Power grid:
Bar = 10 um. Pins as bars on the die edge. Tap cells in grey.
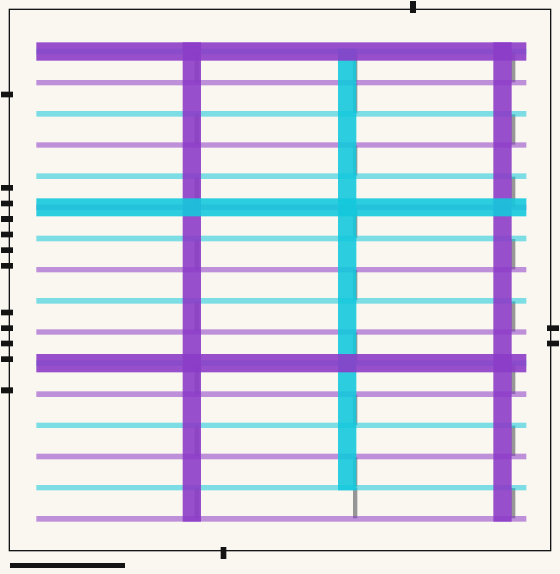
Cell placement:
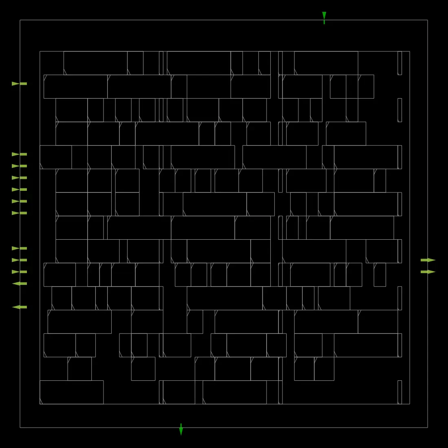
Port wiring:
Bar = 10 um.
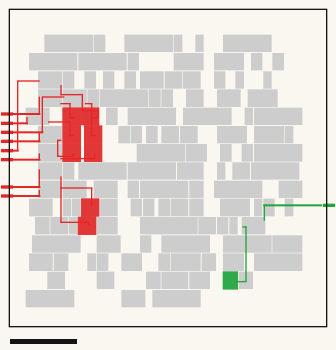
Sequential cells grouped by signal name:
Bar = 10 um. Other sequential cells in the stronger grey, the rest of the logic in the fainter grey.
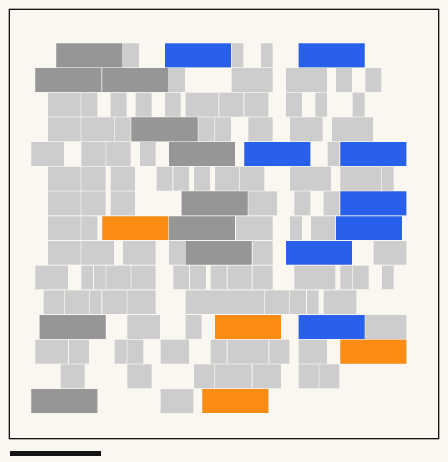
[src/rtl/sqd_serializer.sv]
// sqd_serializer: parallel-to-serial front end for the bit-sequence detector.
// Words arrive over a valid/ready handshake into a one-word holding register,
// are moved into the shift register, and go out MSB-first, one bit per CLK.
// The holding register lets the next word be loaded on the same edge that
// retires the last bit, so frames stream back-to-back with no gap.
// Optional feature macro: SQD_SER_PARITY_EN appends an even-parity bit
// after each word's LSB (frame length WIDTH+1 instead of WIDTH).
module sqd_serializer #(
  parameter int WIDTH = 8
) (
  input  logic             CLK,
  input  logic             RESET_N,
  input  logic [WIDTH-1:0] DATA_IN,
  input  logic             DATA_VALID,
  output logic             DATA_READY,
  output logic             X_OUT,
  output logic             BIT_VALID,
  output logic             FRAME_DONE,
  output logic             BUSY
);

  localparam int CW = $clog2(WIDTH + 1);

`ifdef SQD_SER_PARITY_EN
  typedef enum logic [1:0] {IDLE, SHIFT, PARITY} state_t;
`else
  typedef enum logic [0:0] {IDLE, SHIFT} state_t;
`endif

  state_t           state;
  logic [WIDTH-1:0] sr;
  logic [CW-1:0]    cnt;
  logic [WIDTH-1:0] hold;
  logic             hold_v;
  logic             shift_end;
  logic             last;
  logic             xfer;
  logic             accept;
`ifdef SQD_SER_PARITY_EN
  logic             par_q;
`endif

  // Frame-end and handshake decode; all from registers (plus RESET_N gating
  // of READY), never from DATA_VALID or DATA_IN.
  always_comb begin
    shift_end = (state == SHIFT) && (cnt == CW'(WIDTH - 1));
`ifdef SQD_SER_PARITY_EN
    last      = (state == PARITY);
`else
    last      = shift_end;
`endif
    xfer       = hold_v && ((state == IDLE) || last);
    DATA_READY = RESET_N && (!hold_v || xfer);
    accept     = DATA_VALID && DATA_READY;
  end

  // Serial output decode: MSB of the shifter, the parity bit, or 0 when idle.
  always_comb begin
    X_OUT = 1'b0;
    case (state)
      SHIFT:   X_OUT = sr[WIDTH-1];
`ifdef SQD_SER_PARITY_EN
      PARITY:  X_OUT = par_q;
`endif
      default: X_OUT = 1'b0;
    endcase
    BIT_VALID  = (state != IDLE);
    FRAME_DONE = last;
    BUSY       = (state != IDLE) || hold_v;
  end

  // Holding register, shifter and frame FSM. A transfer takes priority over
  // normal shifting; it can only coincide with the last bit of a frame, so
  // the shift it overrides would have been discarded anyway.
  always_ff @(posedge CLK) begin
    if (!RESET_N) begin
      state  <= IDLE;
      sr     <= '0;
      cnt    <= '0;
      hold   <= '0;
      hold_v <= 1'b0;
`ifdef SQD_SER_PARITY_EN
      par_q  <= 1'b0;
`endif
    end else begin
      if (accept) begin
        hold   <= DATA_IN;
        hold_v <= 1'b1;
      end else if (xfer) begin
        hold_v <= 1'b0;
      end

      if (xfer) begin
        sr    <= hold;
        cnt   <= '0;
        state <= SHIFT;
`ifdef SQD_SER_PARITY_EN
        // The shifter is consumed bit by bit, so capture the word's parity now.
        par_q <= ^hold;
`endif
      end else begin
        case (state)
          SHIFT: begin
            sr  <= sr << 1;
            cnt <= cnt + CW'(1);
            if (shift_end) begin
`ifdef SQD_SER_PARITY_EN
              state <= PARITY;
`else
              state <= IDLE;
`endif
            end
          end
`ifdef SQD_SER_PARITY_EN
          PARITY:  state <= IDLE;
`endif
          default: state <= state;
        endcase
      end
    end
  end

endmodule

[config.mk]
export PLATFORM = sky130hd
export DESIGN_NAME = sqd_serializer
export DESIGN_NICKNAME = d
export VERILOG_FILES = /design/src/rtl/sqd_serializer.sv
export SDC_FILE = /design/constraint.sdc
export NUM_CORES = 1
export LEC_CHECK = 0
export CORE_MARGIN = 2
export CORE_UTILIZATION = 59
export CTS_BUF_LIST = sky130_fd_sc_hd__clkbuf_2
export CTS_CLUSTER_SIZE = 30
export DETAILED_ROUTE_END_ITERATION = 6
export PLACE_DENSITY_LB_ADDON = 0.1
export SLEW_MARGIN = 20
export SYNTH_ARGS = -nofsm -noshare
export SYNTH_HDL_FRONTEND = slang
export SYNTH_SLANG_ARGS = --single-unit
[constraint.sdc]
create_clock -name CLK -period 2.8 [get_ports CLK]
set_input_delay 0.56 -clock CLK [delete_from_list [all_inputs] [get_ports CLK]]
set_output_delay 0.56 -clock CLK [all_outputs]
set_load 0.005 [all_outputs]
==> ci_impl_report.md <==
## Implementation flow summary

| Metric | Value |
|---|---|
| Fin crit share | 0.932 |
| Reg2reg end | cnt[0] |
| Synth Instances | around 120 |
| Largest net degree at the start of global routing | 17 |
| Num CTS Buffers | 3 |
| Min Tclk post-route | 2.61 ns |
| Hold Crit Start | sr[0] |
| YS chip area | around 1100 um2 |
| Pleak | approximately 0.00048 uW |
| Max-area cell share | 0.401 |
| Hold Vio Cnt, Final | 0 |
| Post-DP HPWL | between 1500 and 2000 um |
| Syn_nets | 129 |
| Yosys cell count | between 100 and 150 |
| Post-DRT Antenna Nets | 0 |
| Worst skew pair latency | roughly 0.32 ns |
| Hold Path Stages | 2 |
| Critical Path, Cell by Cell | ha_1 > and3b_2 > nor2_1 > nor2_1 > clkdlybuf4s50_1 |
| DRC marker count from the first detailed-route iteration | 9 |
| Total Power | about 570 uW |
| Worst min-delay path endpoint | sr[0] |
| Worst path max stage delay | a little over 0.5 ns |
| DRC | 0 |
| Most common logic cell in the routed design | dfxtp_1 |
| Total GRT Usage | 0.217 |
| Tool warnings | 26 |
| Floorplan Utilization | 0.629 |
| CTS root buffer | clkbuf_2 |
| Max_cap viols | 0 |
| CP delay by family, top | simple AND/OR/NAND/NOR gates |
| Area grow syn2layout | 12.4% |
| Crit path required time | roughly 2.2 ns |
| NumNets Final | 140 |
| Post-synth seq share | 0.401 |
| Clock skew | between 0.005 and 0.006 ns |
| Cell Area, Synth | approximately 1100 um2 |
| Top Layout Cells | dfxtp_1, clkdlybuf4s50_1, nor2_1, a21oi_1 |
| Global-route wire length before repair | roughly 3300 um |
| Status | completed |
| Critical path class | reg2out |
| Crit path max-delay cell type | clkdlybuf4s50_1 |
| Routed wire length | slightly above 2000 um |
| FF-to-FF path depth | 3 |
| Crit end category | primary output |
| Clk sinks | 22 |
| Routability cong. | 0.761 |
| Clk slew on worst S/H paths | between 0.15 and 0.2 ns |
| Power Dens Cells | ~460 nW/um2 |
| Maximum clock path buffer count | 2 |
| Least-Margin Pin Slew | between 0.4 and 0.5 ns |
| GRT overflow | 0 |
| CTS tree | done |
| Die ar. | around 2200 um2 |
| Setup tns final | 0 ns |
| Worst setup SP type | register |
| Flop2flop setup slack | 1.28 ns |
| 1st-pass router iterations | 4 |
| Synth warnings | 0 |
| Cell type with the largest total area | dfxtp_1 |
| Synth top area cells | dfxtp_1, a211oi_2, o211ai_1 |
| Bufs and invs on worst path | 1 |
| Pins over their slew limit | 0 |
| Post-CTS Setup Bufs | 0 |
| Avg WL per Cell | roughly 14 um |
| Fillcell total | approximately 150 |
| Worst rel slew slack | 0.680 |
| CP Data Arrival Time | 2.05 ns |
| RSZ-0062 raised after global routing | false |
| Ratio of cells with drive above 1 in the final layout | 0.151 |
| Antenna cells | 0 |
| Vias in the first global route | around 770 |
| Max frequency | between 300 and 400 MHz |
| Vias per cell | approximately 5.7 |
| Final setup vio count | 0 |
| RR Startpoint | BIT_VALID |
| Crit-path max FO | 11 |
| Top cell by count, worst path | nor2_1 |
| Synthesized area per cell | approximately 9.4 um2 |
| Initial antenna violation count | 0 |
| Worst min path class | reg2reg |
| CTS H-tree lvls | 1 |
| #FFs+latches synth | 22 |
| Via count | roughly 870 |
| Yosys cell types | 31 |
-- 'power grid' (at the start) --
| net | colour |
|---|---|
| VDD | cyan |
| VSS | purple |
tap cells: 25
met5 straps: 3
rows: 15
signal pins: 16
Die Wd: 47.2 um
Core Area: 1750 um2
Max rail drop VDD: 353 uV
Die Y-Extent: 47.2 um

-- 'cell placement' (at the start) --
Seq/total area: 0.357
flop count: 22
Core Rows: 15
Finished Layout Cells: 151
Well Taps: 25

-- 'port wiring' (at the start) --
| port | colour | bits | direction | end cells | buffers | wire |
|---|---|---|---|---|---|---|
| `DATA_IN` | red | 8 | input | 8 | 8 | 114 um |
| `X_OUT` | green | 1 | output | 1 | 1 | 20.7 um |
Port Buffers: 15
I/O pin count: 16

-- 'sequential cells grouped by signal name' (at the start) --
| name in the netlist | colour | flops |
|---|---|---|
| `cnt` | orange | 4 |
| `sr` | blue | 8 |
Sequential Power: 351 uW
FF/Latch Area: 440 um2

worst min-delay path, cell delays in order, from the launching register on:
cell     delay, ns
dfxtp_1       0.35
nand2_1       0.06
a21oi_1       0.05
registers in the layout, indices dropped and copies added (netlist names):
signal     flops
BIT_VALID      1
cnt            4
hold           8
hold_v         1
sr             8
how the worst max path moves through the flow:
stage                     depth (start not counted)  slack, ns         end  startpoint
after floorplan                                   5       1.11  DATA_READY      cnt[0]
after global placement                            4       0.49  DATA_READY     RESET_N
after detailed placement                          5       0.50  DATA_READY      cnt[0]
after CTS                                         5       0.09  DATA_READY      cnt[0]
after global routing                              5       0.06  DATA_READY      cnt[0]
final                                             5       0.19  DATA_READY      cnt[0]
cells by family after synthesis:
group	Yosys count	synth area share
compound gates	43	0.292
xor+xnor	3	0.0239
fa+ha+maj	1	0.0114
buf+inv	13	0.0763
flops	22	0.401
mux	1	0.0102
simple gates	34	0.186
cells in the mapped netlist:
library cell  count
a21oi_1          10
buf_4             2
buf_6             3
nand4b_1          1
and2_4            1
xnor2_1           1
and3b_1           1
nand4_1           1
o21a_1            2
nand4b_4          1
o21ai_0           7
and2_1            2
o211ai_1          8
nor2_4            1
and3_1            3
nand2_1           2
a21bo_2           2
a211oi_1          7
ha_1              1
buf_2             4
nor2b_1           1
dfxtp_1          22
nand3_1           8
nand2b_1          1
nor3b_1           1
clkbuf_1          2
a211oi_2          7
mux2_2            1
xor2_1            2
nor2_1           10
inv_1             2
metrics by stage:
step	util	area, um2	hold WS (ns)	instances	worst slack, ns
after floorplan	-	1100	0.429	117	1.11
after CTS	0.707	1230	0.476	151	0.0888
after detailed placement	0.698	1220	0.453	148	0.496
after global routing	0.708	1230	0.506	151	0.0595
after global placement	0.698	1220	0.444	148	0.492
final	0.708	1230	0.474	151	0.189
power by group:
part	total [uW]	switching [uW]	internal, uW
clock network	119	90.3	29.2
registers	351	16.7	334
logic	96.6	48.0	48.6
total	567	155	412
area by class of cell:
type / instances / area (um2) / share of cell area
well taps: 25 / 31.3 / 0.0253
clock buffers: 3 / 15.0 / 0.0122
multi-input cells: 82 / 576 / 0.466
inverters: 2 / 7.51 / 0.00608
repair buffers: 17 / 165 / 0.134
flip-flops and latches: 22 / 440 / 0.357
metal layers:
layer,GRT usage,part of all wire,vias to the layer above
met5,0,0,-
met4,0.133,0.025,0
met3,0.0346,0.039,4
met2,0.332,0.43,21
met1,0.286,0.50,396
li1,-,-,446
timing repair:
action | in CTS | in global routing
resized | 0 | 1
hold buffers | 0 | 0
endpoints found under the setup margin | 0 | 2
Power figures rest on the tool's default switching activity, not on a simulated workload.
